--- src/rtl/fifo_read_ctrl_if.sv ---
// Read-side FIFO controller bus.
// Groups the FIFO read port, the writer monitor tap, the downstream
// valid/ready stream and the occupancy status into one bundle.
//   master : environment side (writer tap, FIFO data, consumer ready)
//   slave  : controller side (read strobe, output stream, status)
interface fifo_read_ctrl_if #(
  parameter int width_data = 288,
  parameter int depth_log2 = 2
);
  logic                  write_en;
  logic                  read_en;
  logic [width_data-1:0] read_dt;
  logic                  out_valid;
  logic                  out_ready;
  logic [width_data-1:0] out_data;
  logic [depth_log2:0]   count;
  logic                  full;
  logic                  empty;
  logic                  overflow_err;

  modport master (
    output write_en, read_dt, out_ready,
    input  read_en, out_valid, out_data, count, full, empty, overflow_err
  );

  modport slave (
    input  write_en, read_dt, out_ready,
    output read_en, out_valid, out_data, count, full, empty, overflow_err
  );
endinterface

--- src/rtl/fifo_read_ctrl.sv ---
// fifo_read_ctrl: read-side controller for a small FIFO (address counter +
// SRAM with 1-cycle read latency).
// Tracks FIFO occupancy from the writer's strobe, issues read_en only when a
// word exists and the 2-entry output buffer has a free slot for it, and
// presents the buffered words as a valid/ready stream.
// Ports:
//   clk, reset          single clock, synchronous active-high reset
//   bus (slave)         write_en (monitor), read_en, read_dt, out_valid,
//                       out_ready, out_data, count, full, empty, overflow_err
module fifo_read_ctrl #(
  parameter int width_data = 288,
  parameter int depth_log2 = 2
) (
  input  logic            clk,
  input  logic            reset,
  fifo_read_ctrl_if.slave bus
);
  localparam logic [depth_log2:0] DepthC = (depth_log2+1)'(1 << depth_log2);

  logic [depth_log2:0]   count_q, count_d;
  logic                  pend_q, pend_d;
  logic [1:0]            buf_cnt_q, buf_cnt_d;
  logic [width_data-1:0] buf0_q, buf0_d;   // head
  logic [width_data-1:0] buf1_q, buf1_d;
  logic                  ovf_q, ovf_d;

  logic full, empty, rd, wr_acc, pop, cap, out_valid;

  always_comb begin
    full      = (count_q == DepthC);
    empty     = (count_q == '0);
    out_valid = (buf_cnt_q != 2'd0);
    // Credit: words in flight plus words buffered never exceed 2, so every
    // capture lands in a free slot.
    rd        = !empty && (({1'b0, pend_q} + buf_cnt_q) < 2'd2);
    wr_acc    = bus.write_en && !full;
    pop       = out_valid && bus.out_ready;
    cap       = pend_q;
  end

  always_comb begin
    count_d = count_q + (depth_log2+1)'(wr_acc) - (depth_log2+1)'(rd);
    pend_d  = rd;
    ovf_d   = ovf_q | (bus.write_en & full);
  end

  // Output buffer: buf0 is the head; buf1 only ever holds the second word.
  always_comb begin
    buf0_d    = buf0_q;
    buf1_d    = buf1_q;
    buf_cnt_d = buf_cnt_q;
    case ({pop, cap})
      2'b11: begin
        if (buf_cnt_q == 2'd2) begin
          buf0_d = buf1_q;
          buf1_d = bus.read_dt;
        end else begin
          buf0_d = bus.read_dt;
        end
      end
      2'b10: begin
        buf0_d    = buf1_q;
        buf_cnt_d = buf_cnt_q - 2'd1;
      end
      2'b01: begin
        if (buf_cnt_q == 2'd0) buf0_d = bus.read_dt;
        else                   buf1_d = bus.read_dt;
        buf_cnt_d = buf_cnt_q + 2'd1;
      end
      default: ;
    endcase
  end

  // Reset also drops any read in flight: read_dt returned the cycle after
  // reset is ignored because pend is cleared.
  always_ff @(posedge clk) begin
    if (reset) begin
      count_q   <= '0;
      pend_q    <= 1'b0;
      buf_cnt_q <= 2'd0;
      buf0_q    <= '0;
      buf1_q    <= '0;
      ovf_q     <= 1'b0;
    end else begin
      count_q   <= count_d;
      pend_q    <= pend_d;
      buf_cnt_q <= buf_cnt_d;
      buf0_q    <= buf0_d;
      buf1_q    <= buf1_d;
      ovf_q     <= ovf_d;
    end
  end

  assign bus.read_en      = rd;
  assign bus.out_valid    = out_valid;
  assign bus.out_data     = buf0_q;
  assign bus.count        = count_q;
  assign bus.full         = full;
  assign bus.empty        = empty;
  assign bus.overflow_err = ovf_q;
endmodule

--- src/flat_wrapper.sv ---
// flat-port wrapper written by rule: the top's interface ports become plain ports
module fifo_read_ctrl_flat 
#(
  parameter int width_data = 288,
  parameter int depth_log2 = 2
)
  (clk, reset, bus_write_en, bus_read_dt, bus_out_ready, bus_read_en, bus_out_valid, bus_out_data, bus_count, bus_full, bus_empty, bus_overflow_err);
  fifo_read_ctrl_if #(.width_data(width_data), .depth_log2(depth_log2)) bus_i ();
  input  logic clk;
  input  logic reset;
  input wire logic [$bits(bus_i.write_en)-1:0] bus_write_en;
  input wire logic [$bits(bus_i.read_dt)-1:0] bus_read_dt;
  input wire logic [$bits(bus_i.out_ready)-1:0] bus_out_ready;
  output wire logic [$bits(bus_i.read_en)-1:0] bus_read_en;
  output wire logic [$bits(bus_i.out_valid)-1:0] bus_out_valid;
  output wire logic [$bits(bus_i.out_data)-1:0] bus_out_data;
  output wire logic [$bits(bus_i.count)-1:0] bus_count;
  output wire logic [$bits(bus_i.full)-1:0] bus_full;
  output wire logic [$bits(bus_i.empty)-1:0] bus_empty;
  output wire logic [$bits(bus_i.overflow_err)-1:0] bus_overflow_err;
  assign bus_i.write_en = bus_write_en;
  assign bus_i.read_dt = bus_read_dt;
  assign bus_i.out_ready = bus_out_ready;
  assign bus_read_en = bus_i.read_en;
  assign bus_out_valid = bus_i.out_valid;
  assign bus_out_data = bus_i.out_data;
  assign bus_count = bus_i.count;
  assign bus_full = bus_i.full;
  assign bus_empty = bus_i.empty;
  assign bus_overflow_err = bus_i.overflow_err;
  fifo_read_ctrl #(.width_data(width_data), .depth_log2(depth_log2)) u_core (.clk(clk), .reset(reset), .bus(bus_i));
endmodule
--- config.mk ---
export PLATFORM = sky130hd
export DESIGN_NAME = fifo_read_ctrl_flat
export DESIGN_NICKNAME = d
export VERILOG_FILES = /design/src/rtl/fifo_read_ctrl_if.sv /design/src/rtl/fifo_read_ctrl.sv /design/src/flat_wrapper.sv
export SDC_FILE = /design/constraint.sdc
export NUM_CORES = 1
export LEC_CHECK = 0
export CORE_UTILIZATION = 50
export CTS_BUF_LIST = sky130_fd_sc_hd__clkbuf_16
export DETAILED_ROUTE_END_ITERATION = 16
export HOLD_SLACK_MARGIN = 0.12
export MAX_ROUTING_LAYER = met4
export PLACE_DENSITY = 0.83
export SYNTH_ARGS = -nofsm -noshare
export SYNTH_HDL_FRONTEND = slang
export SYNTH_SLANG_ARGS = --single-unit
export TNS_END_PERCENT = 10
--- constraint.sdc ---
create_clock -name clk -period 3.1 [get_ports clk]
set_clock_uncertainty 0.1 [all_clocks]
set_input_delay 0.31 -clock clk [delete_from_list [all_inputs] [get_ports clk]]
set_output_delay 0.31 -clock clk [all_outputs]
set_load 0.05 [all_outputs]
run_1/sizes.png
Bar = 50 um.
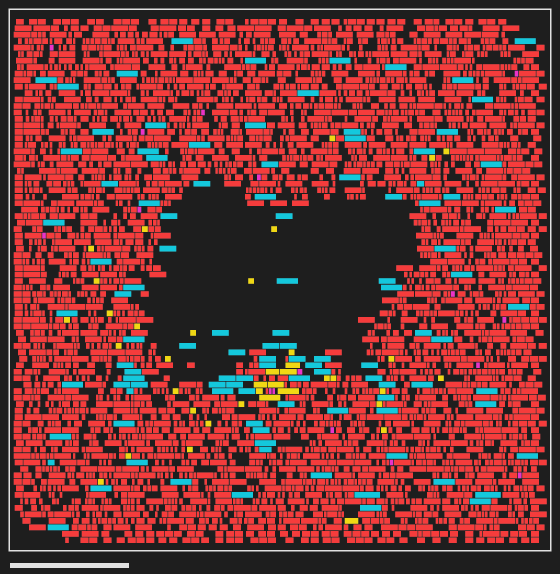
Key: cyan = _6 and larger [cells 107, share 2.9%]; yellow = _3 and _4 cells [cells 38, share 1.0%]; red = _0 and _1 cells [cells 3532, share 96%]; magenta = _2 cells [cells 16, share 0.43%]
synth-to-layout area growth: 32.8%
final instance area: 0.0335 sq mm
number of non-clock buffers: 654
setup ws final: 0.0896 ns

run_1/layer_met1.png
Bar = 50 um. Supply wires on this layer in gray.
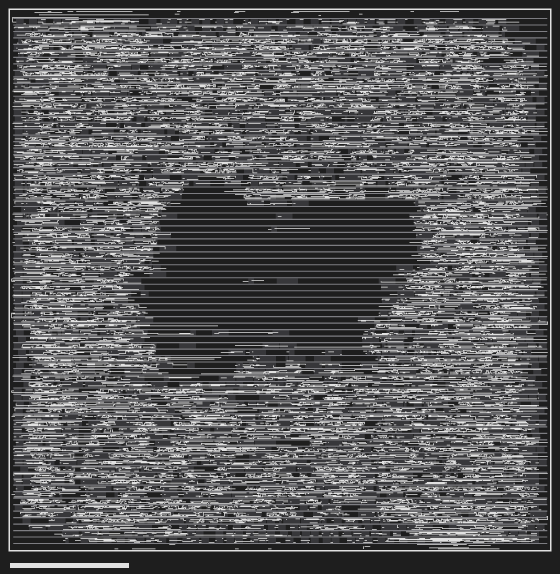
The longest straight run is 46.0 um. 3563 nets have wire on it. The layer carries 34.1 mm of wire.
Vias: 26500
M1 GR Usage: 41.8%
Routed WL: 86.7 mm

run_1/layer_met2.png
Bar = 50 um.
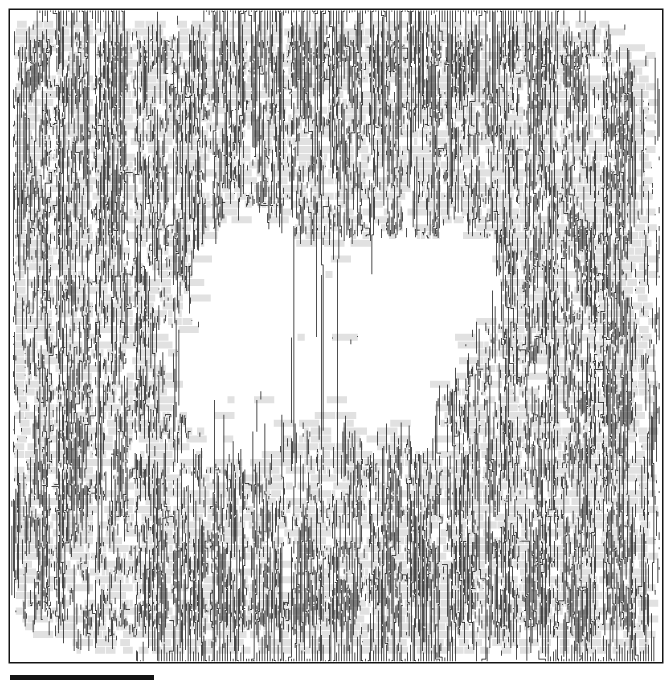
The layer holds 46% of the routed length. The wires run mostly vertical. 3138 nets have wire on it. The longest straight run is 80.9 um.
M2 GR Usage: 50.3%

==> flow_summary_export.csv, run 1 <==
group,metric,value,unit
logic_synthesis,ys_warn_count,0,
floorplanning,fp_util,51.1,%
worst_setup_path,reg2reg_depth,11,
logic_synthesis,netlist_top_cells_count,"dfxtp_1, nand2_1, a21oi_1, a22oi_1, nor2_1",
grt,first_global_vias,23800,
worst_setup_path,cp_data_arrival_time,2.60,ns
finish,clockBufferCount,61,
logic_synthesis,ys_chip_area,0.0252,sq mm
floorplanning,dieArea,0.0513,sq mm
clocking,htreeDepth,2,
worst_setup_path,r2r_slack,0.35,ns
clocking,hold_buffers,1,
logic_synthesis,synth_cell_types,30,
finish,comb_area_share,36.6,%
logic_synthesis,synthMuxAreaShare,0,%
finish,ff_count,583,
pwr,pg_clk,6.73,mW
clocking,post-cts-setup-buffers,0,
grt,gr-total-overflow,0,
floorplanning,die_y,227,um
clocking,cts_root_buffer,"clkbuf_16",
job,cap_viol_max_count,0,
logic_synthesis,ys.flop_type,"dfxtp_1",
logic_synthesis,top_cell_area_share,46.3,%
finish,clock_area_share,5.35,%
clocking,path_clk_slew,0.06,ns
routing,avgViaCountPerCell,6.07,
pwr,seq-power,10.6,mW
finish,mi_logic_area,0.0123,sq mm
placement,portBuffers,587,
grt,grt_max_degree,183,
logic_synthesis,yosysSeqAreaShare,46.3,%
clocking,cts_tree,"yes",
clocking,cts_buffer_depth,3,
final_timing,setup_viol,0,
worst_setup_path,cp_max_fo,8,
pwr,max-vdd-ir-drop,0.00137,V
placement,dp.cells,4249,
final_timing,holdWs,0.198,ns
worst_hold_path,whs_endpoint,"u_core.buf1_q[63]",
clocking,clock-sinks,583,
logic_synthesis,topCellsByArea,"dfxtp_1, a22oi_1, a21oi_1, nand2_1, o21ai_0",
final_timing,max_freq,332,MHz
finish,mostFrequentLayoutCell,"clkdlybuf4s50_1",
worst_setup_path,endpoint_kind,"output port",
finish,antenna_cells,17,
final_timing,rsz0062_at_grt,"false",
finish,fin_cells,4374,
finish,nNetsFinal,3946,
worst_setup_path,timing.rr.end,"u_core.buf1_q[266]",
grt,grt_usage,33.0,%
worst_setup_path,regToRegStartpoint,"u_core.buf_cnt_q[0]",
logic_synthesis,edf_count,0,
outcome,status,"finished, final reports clean",
logic_synthesis,ys_cells,3250,
final_timing,slew_headroom,27.2,%
pwr,p_switching,16.5,mW
logic_synthesis,synthesis.instances,3250,
placement,dp_hpwl,52.8,mm
floorplanning,die_w,227,um
logic_synthesis,ys.flops,583,
finish,postLayoutCoreUtil,67.9,%
finish,non_clock_inverter_count,7,
logic_synthesis,syn_area,0.0252,sq mm
-- run 1: registers in the layout (all words and copies together) (netlist names) --
| register | flops |
|---|---|
| u_core.bus.count | 3 |
| u_core.bus.overflow_err | 1 |
| u_core.cap | 1 |
| u_core.bus.out_data | 288 |
| u_core.buf1_q | 288 |
| u_core.buf_cnt_q | 2 |
-- run 1: critical path, stage by stage, from the launching register on --
cell	delay [ns]
dfxtp_1	0.56
nand2_1	0.12
xnor2_1	0.17
nor2_1	0.25
clkdlybuf4s50_1	0.88
-- run 1: routing by layer --
metal  GRT usage [%]  up-vias  share of wire (%)
met5               -        -                  0
met3            6.96      242                9.8
met2            50.3     1421                 46
met4            15.7        0                4.5
met1            41.8    12500                 39
li1                -    12400                  -
## Run 2: what changed since run 1
==> constraint.sdc (replaced) <==
create_clock -name clk -period 3.1 [get_ports clk]
set_clock_uncertainty 0.1 [all_clocks]
set_input_delay 0.31 -clock clk [delete_from_list [all_inputs] [get_ports clk]]
set_output_delay 0.31 -clock clk [all_outputs]
set_load 0.01 [all_outputs]
run_2/layer_met1.png
Bar = 50 um. Supply wires on this layer in gray.
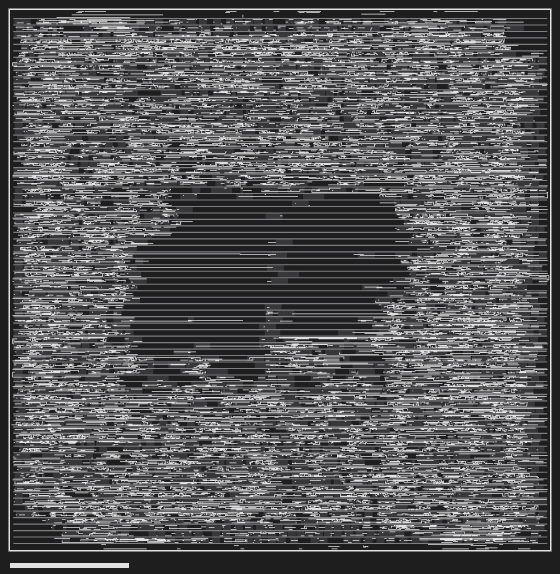
The wires run mostly horizontal. The longest straight run is 65.3 um. 3559 nets have wire on it.

==> run 2 against run 1 <==
Hold slack gained 0.0097 ns. Maximum frequency grew 8.6%. Global-route usage shrank 0.21 points. Design area shrank 0.46%. Highest routed layer unchanged. Core utilization shrank 0.31 points. Largest cell class unchanged. Die size is the same. Sequential power is essentially flat. Sequential share of layout area grew 0.16 points. Critical path type is now reg2reg. Synthesized cell count is the same. First-iteration DRC count shrank 0.68%. Critical path depth grew 6.
==> flow_summary_export.csv, run 2 <==
group,metric,value,unit
outcome,status,"finished, final reports clean",
final_timing,tightest_slew,1.01,ns
logic_synthesis,topCellsByArea,"dfxtp_1, a22oi_1, a21oi_1, nand2_1, o21ai_0",
routing,vias,26600,
finish,area_delta_synth_final,32.2,%
placement,gp_congestion,0.866,
clocking,cts_buffer_depth,3,
logic_synthesis,yosysSeqAreaShare,46.3,%
floorplanning,die_w,227,um
finish,postLayoutCoreUtil,67.6,%
finish,design_area,0.0334,sq mm
worst_setup_path,timing.rr.end,"u_core.buf1_q[108]",
worst_hold_path,min_path_cells,3,
logic_synthesis,ys_chip_area,0.0252,sq mm
worst_setup_path,slowest_delay,0.42,ns
worst_hold_path,whs_endpoint,"u_core.buf1_q[282]",
worst_setup_path,cp_top_family,"simple AND/OR/NAND/NOR gates",
grt,gr-total-overflow,0,
worst_setup_path,path_class,"reg2reg",
pwr,p_per_area,941,mW/mm^2
finish,fin_cells,4356,
pwr,max-vdd-ir-drop,0.000871,V
logic_synthesis,synthesis.instances,3250,
placement,placed_area,0.0315,sq mm
pwr,netSwitchingFraction,40.5,%
finish,clockBufferCount,61,
floorplanning,fp_util,51.1,%
clocking,cts_root_buffer,"clkbuf_16",
worst_setup_path,r2r_slack,0.33,ns
finish,bufAreaShareNonClock,20.1,%
finish,mi_logic_area,0.0122,sq mm
grt,antenna_found_initial,13,
placement,dp.cells,4235,
pwr,seq-power,10.6,mW
worst_setup_path,cp_max_fo,87,
logic_synthesis,ys_warn_count,0,
logic_synthesis,top_cell,"dfxtp_1",
final_timing,rsz0062_at_grt,"false",
clocking,clock-sinks,583,
finish,drive_gt1_share,3.89,%
routing,drt_iter0_markers,3234,
logic_synthesis,synth_nets,3548,
grt,grt_max_degree,178,
grt,grt_usage,32.8,%
logic_synthesis,ys_cells,3250,
clocking,htreeDepth,2,
finish,nNetsFinal,3930,
logic_synthesis,syn_area,0.0252,sq mm
clocking,path_clk_slew,0.06,ns
clocking,clock_latency,0.61,ns
finish,largest_class,"combinational gates",
finish,comb_area_share,36.7,%
final_timing,slew_viol_final,0,
finish,clock_area_share,5.47,%
routing,wl,86.9,mm
floorplanning,dieArea,0.0513,sq mm
grt,first_global_vias,23900,
floorplanning,placementRows,81,
finish,mostFrequentLayoutCell,"clkdlybuf4s50_1",
placement,pre_cts_ws,0.422,ns
worst_setup_path,worstSetupEndpoint,"u_core.buf1_q[108]",
floorplanning,n_tap_cell,664,
pwr,power.internal,18.7,mW
worst_setup_path,cp.required,3.51,ns
finish,n_all_buffers,640,
logic_synthesis,ys.flop_type,"dfxtp_1",
worst_setup_path,endpoint_kind,"register",
placement,portBuffers,587,
floorplanning,io_pins,588,
worst_setup_path,crit_cells,10,
worst_setup_path,startpoint_type,"register",
clocking,cts_buffers,58,
pwr,power,31.4,mW
worst_setup_path,cp_cell_sequence,"nor2_2, inv_2, nand2_1, inv_2, ha_1, nor2_1, a211o_4, buf_12, nand2_1, a21oi_1",
final_timing,timing.final.ws_setup,0.328,ns
placement,dp_hpwl,51.6,mm
finish,seq_share,35.0,%
routing,drtAntennaViolNets,0,
pwr,maxPowerGroup,"combinational cells",
routing,avgViaCountPerCell,6.11,
clocking,cts_tree,"yes",
worst_setup_path,regToRegStartpoint,"u_core.buf_cnt_q[0]",
logic_synthesis,ys.flops,583,
pwr,clockPowerShare,21.8,%
finish,non_clock_inverter_count,7,
worst_hold_path,hold_path_class,"in2reg",
finish,ff_count,583,
final_timing,hold_viol_final,0,
worst_setup_path,cp_data_arrival_time,3.18,ns
routing,drt_pass1_iterations,9,
pwr,pg_clk,6.85,mW
pwr,comb-power,14.0,mW
final_timing,finalWorstPathRequiredPeriod,2.77,ns
pwr,p_switching,12.7,mW
final_timing,slew_headroom,32.9,%
logic_synthesis,yosysTopAreaCell,"dfxtp_1",
routing,wire_per_inst,19.9,um
worst_setup_path,path_buffers,3,
logic_synthesis,avgSynthCellArea,7.76,sq um
finish,mostFrequentLayoutCells,"clkdlybuf4s50_1, dfxtp_1, nand2_1",
final_timing,setup_tns,0,ns
floorplanning,fp.coreArea,0.0494,sq mm
final_timing,holdWs,0.208,ns
pwr,p_comb_share,44.5,%
logic_synthesis,async_flop_share,0,%
logic_synthesis,netlist_top_cells_count,"dfxtp_1, nand2_1, a21oi_1, a22oi_1, nor2_1",
pwr,seqPwrFrac,33.7,%
logic_synthesis,top_cell_area_share,46.3,%
pwr,power.static_leakage,10.7,nW
job,warning_count,46,
finish,antenna_cells,15,
logic_synthesis,synth_cell_types,30,
worst_setup_path,cpMaxStageDelayCell,"dfxtp_1",
floorplanning,die_y,227,um
finish,logic_gate_count,2342,
routing,drc,0,
logic_synthesis,edf_count,0,
final_timing,period_used_share,89.4,%
finish,seqCellArea,0.0117,sq mm
job,cap_viol_max_count,0,
worst_setup_path,crit_path_start,"u_core.buf_cnt_q[0]",
finish,nFillCells,3999,
grt,grt_first_pass_wirelength,133,mm
final_timing,setup_viol,0,
final_timing,max_freq,361,MHz
worst_hold_path,hold_path.startpoint,"bus_read_dt[282]",
worst_setup_path,reg2reg_depth,10,
[run 2: cell families after synthesis]
| family | count (synthesis) | synth area share (%) |
|---|---|---|
| compound gates | 1446 | 34.5 |
| simple gates | 885 | 13.3 |
| flops | 583 | 46.3 |
| buf+inv | 325 | 5.38 |
| fa+ha+maj | 6 | 0.327 |
| xor+xnor | 5 | 0.174 |
[run 2: routing by layer]
layer | global-route usage, % | vias to the layer above | part of all wire [%]
met5 | - | - | 0
met1 | 40.4 | 12600 | 38
met4 | 15.0 | 0 | 4.4
met3 | 8.41 | 237 | 10
met2 | 50.5 | 1415 | 47
li1 | - | 12400 | -
[run 2: repair_timing]
action,in CTS,in global routing
gates resized,0,0
hold endpoints to repair,4,0
hold buffers,1,0
setup buffers,0,0
Power and IR drop assume default switching activity.
